==> config.mk <==
export PLATFORM = sky130hd
export DESIGN_NAME = seq_detector_param
export DESIGN_NICKNAME = d
export VERILOG_FILES = /design/src/rtl/seq_detector_param.sv
export SDC_FILE = /design/constraint.sdc
export NUM_CORES = 1
export LEC_CHECK = 0
export CELL_PAD_IN_SITES_DETAIL_PLACEMENT = 0
export CELL_PAD_IN_SITES_GLOBAL_PLACEMENT = 1
export CORE_MARGIN = 3
export CORE_UTILIZATION = 43
export DETAILED_ROUTE_END_ITERATION = 8
export PLACE_DENSITY = 0.94
export SLEW_MARGIN = 15
export SYNTH_ARGS = -nofsm -noshare
export SYNTH_HDL_FRONTEND = slang
export SYNTH_SLANG_ARGS = --single-unit
==> constraint.sdc <==
create_clock -name clk -period 6 [get_ports clk]
set_clock_uncertainty 0.15 [all_clocks]
set_input_delay 0.9 -clock clk [delete_from_list [all_inputs] [get_ports clk]]
set_output_delay 0.9 -clock clk [all_outputs]
set_load 0.005 [all_outputs]
==> src/rtl/seq_detector_param.sv <==
// seq_detector_param: serial pattern detector with runtime pattern load,
// overlap/non-overlap matching and a saturating match counter.
module seq_detector_param #(
    parameter int               PAT_W   = 4,
    parameter logic [PAT_W-1:0] PATTERN = 4'b1101,
    parameter bit               OVERLAP = 1'b1,
    parameter int               CNT_W   = 8
) (
    input  logic             clk,
    input  logic             rst_n,
    input  logic             e,
    input  logic             en,
    input  logic             clr,
    input  logic             pat_ld,
    input  logic [PAT_W-1:0] pat_in,
    output logic             s,
    output logic [CNT_W-1:0] match_cnt,
    output logic             cnt_sat
);
    localparam int FW = $clog2(PAT_W + 1);
    localparam logic [FW-1:0] FULL = FW'(PAT_W);

    logic [PAT_W-1:0] pat_q, pat_d, hist_q, hist_d, hist_n;
    logic [FW-1:0]    fill_q, fill_d, fill_n;
    logic [CNT_W-1:0] cnt_q, cnt_d;
    logic             s_q, s_d, hit;

    assign s         = s_q;
    assign match_cnt = cnt_q;
    assign cnt_sat   = &cnt_q;

    always_comb begin
        pat_d  = pat_q;
        hist_d = hist_q;
        fill_d = fill_q;
        cnt_d  = cnt_q;
        s_d    = 1'b0;
        hist_n = {hist_q[PAT_W-2:0], e};
        fill_n = (fill_q == FULL) ? FULL : fill_q + 1'b1;
        hit    = (fill_n == FULL) && (hist_n == pat_q);
        if (pat_ld) begin
            pat_d  = pat_in;
            hist_d = '0;
            fill_d = '0;
        end else if (clr) begin
            hist_d = '0;
            fill_d = '0;
            cnt_d  = '0;
        end else if (en) begin
            hist_d = hist_n;
            // non-overlap mode forgets everything seen so far once a match fires
            fill_d = (hit && !OVERLAP) ? '0 : fill_n;
            s_d    = hit;
            cnt_d  = (hit && !cnt_sat) ? cnt_q + 1'b1 : cnt_q;
        end
    end

    always_ff @(posedge clk or negedge rst_n) begin
        if (!rst_n) begin
            pat_q  <= PATTERN;
            hist_q <= '0;
            fill_q <= '0;
            cnt_q  <= '0;
            s_q    <= 1'b0;
        end else begin
            pat_q  <= pat_d;
            hist_q <= hist_d;
            fill_q <= fill_d;
            cnt_q  <= cnt_d;
            s_q    <= s_d;
        end
    end
endmodule

Figure 1. Wires at chosen ports, followed through buffers.
The bar under the picture is 20 um long.
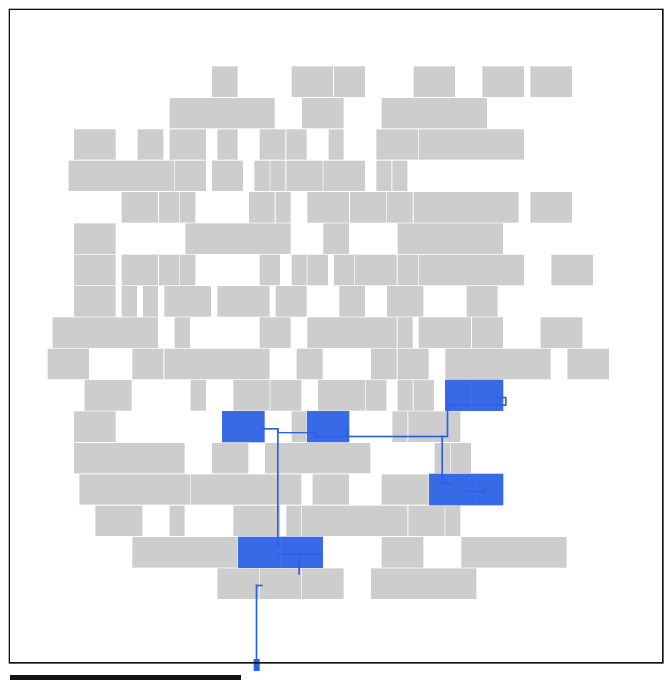
- blue: en (bits 1; direction input; edge bottom; end cells 8; buffers 1; wire 57.0 um)
I/O Pins: 20
Buffers on Ports: 19

Figure 2. Placed standard cells.
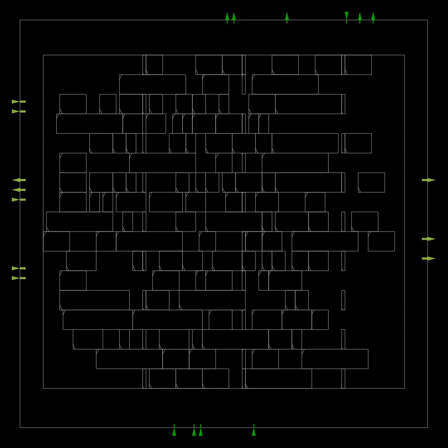
tap cell count: 28
register fraction of the total cell area: 37.0%
non-filler cells, final: 149
# rows: 17
Core Util, Final: 55.9%

Figure 3. Routed metal per tile.
The die is cut into 11 by 11 equal tiles; dark blue is low, red is high, scaled to the fullest tile. Values are wire area over tile area, all layers added.
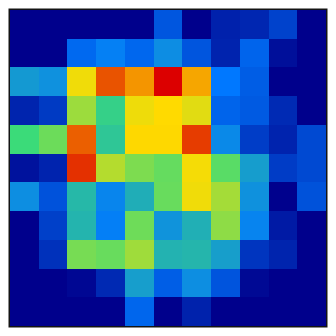
- nearly empty tiles: 27%
- fullest tile: 0.37
- tiles over half the peak: 23%

Figure 4. Placed cells, one color a class.
Fill, decap, tap and diode cells in gray.
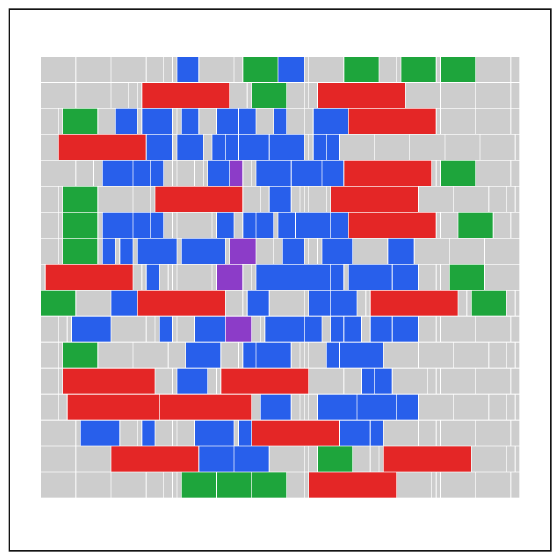
- purple: clock drivers and dummy loads (cells 4)
- blue: all other logic (cells 79)
- green: other buffers and delay cells (cells 19)
- red: flip-flops (cells 19)
core area: 0.00232 mm2
Final Cell Area: 0.00129 mm2

[worst register-to-register path: stages (launching register included)]
cell and delay (ns):
dfrtp_1 0.39, inv_1 0.07, ha_1 0.31, or4_4 0.57, nor4_4 0.44, a311oi_1 0.18, a221o_1 0.27
[through the flow]
stage          area [um2]  instances
2_1_floorplan        1100        103
3_3_place_gp         1270        145
3_5_place_dp         1270        145
4_1_cts              1290        149
5_1_grt              1290        149
6_report             1290        149
[final timing paths]
path                                        from                  endpoint  slack, ns  depth (start not counted)
setup / recovery                               e  match_cnt[7]$_DFFE_PN0P_       3.09                          6
hold / removal              pat_q[1]$_DFFE_PN0P_      pat_q[1]$_DFFE_PN0P_       0.40                          1
setup reg to reg           fill_q[0]$_DFFE_PN0P_  match_cnt[7]$_DFFE_PN0P_       3.52                          6
hold reg to reg             pat_q[1]$_DFFE_PN0P_      pat_q[1]$_DFFE_PN0P_       0.40                          1
max in group asynchronous                  rst_n     hist_q[2]$_DFFE_PN0P_       4.23                          1
min in group asynchronous                  rst_n  match_cnt[6]$_DFFE_PN0P_       0.94                          1
[synthesized netlist by cell type (2+ instances only)]
| library cell | count |
|---|---|
| mux2i_1 | 4 |
| inv_1 | 7 |
| nand2b_1 | 4 |
| xor2_1 | 3 |
| nand3_1 | 3 |
| ha_1 | 3 |
| and3_1 | 2 |
| a211o_1 | 2 |
| nand2_1 | 3 |
| a221o_1 | 2 |
| nor2_1 | 10 |
| nor3_1 | 2 |
| buf_6 | 3 |
| and3_2 | 3 |
| mux2_2 | 5 |
| a21oi_1 | 5 |
| dfstp_2 | 3 |
| dfrtp_1 | 16 |
[power breakdown]
part	switching (uW)	total, uW	internal, uW
clock network	37.7	63.5	25.8
logic	14.8	33.9	19.1
registers	5.35	141	135
total	57.9	238	180
==> results_slide.txt <==
Key Metrics from the Run

CTS
  • Latency at later pin: 0.28 ns
  • CTS H-tree lvls: 1
  • CTS Buf Count: 3
  • CTS tree: done
  • Clock Tree Buf Depth: 2

Synth
  • Ys flops: 19
  • Ys flop type: dfrtp_1
  • YS chip area: 0.00110 mm2
  • Seq share, synth: 43.6%
  • Main area contributors: dfrtp_1 (36%), dfstp_2 (7.2%), mux2_2 (5.1%), mux2i_1 (3.6%), ha_1 (3.4%)
  • Main logic family after synthesis: simple AND/OR/NAND/NOR gates
  • Synth Area in Adders: 3.42%
  • Unique cell types: 41
  • Async S/R FF share, synth: 100%

Final layout
  • Logic inverters: 7
  • Final net count: 135
  • Non-clock buffers: 19
  • Seq cells: 19
  • CLK BUF: 4
  • Multi-input combinational area share: 41.5%

Detailed routing
  • Top Metal Used: met4
  • Routed vias/inst: 5.61
  • Detailed Route WL: 2.08 mm
  • Met2 wire length: 1.01 mm

Critical path
  • CP peak stage delay: 0.54 ns
  • Worst Path Arrival: 2.94 ns
  • CP Buf/Inv Count: 1
  • CP Data Required Time: 6.03 ns
  • CP max-delay cell: or4_4

STA
  • Post-route setup slack: 3.09 ns
  • Period utilization: 48.5%
  • Worst relative slew slack: 42.8%
  • Final setup fails: 0

Floorplan
  • Chip height: 56.5 um
  • Chip Width: 56.5 um

Run status
  • Status: finished, final reports clean

GRT
  • GRT Total Usage: 13.7%
  • Global-route wire length before repair: 3.55 mm
  • Aggregate global routing overflow: 0

Power and ir drop
  • Leakage Power: 0.000584 uW

Placement
  • Final RePlAce weighted congestion: 0.735

Run
  • Tool Warnings: 27
Power is estimated from default activity; no workload was simulated.
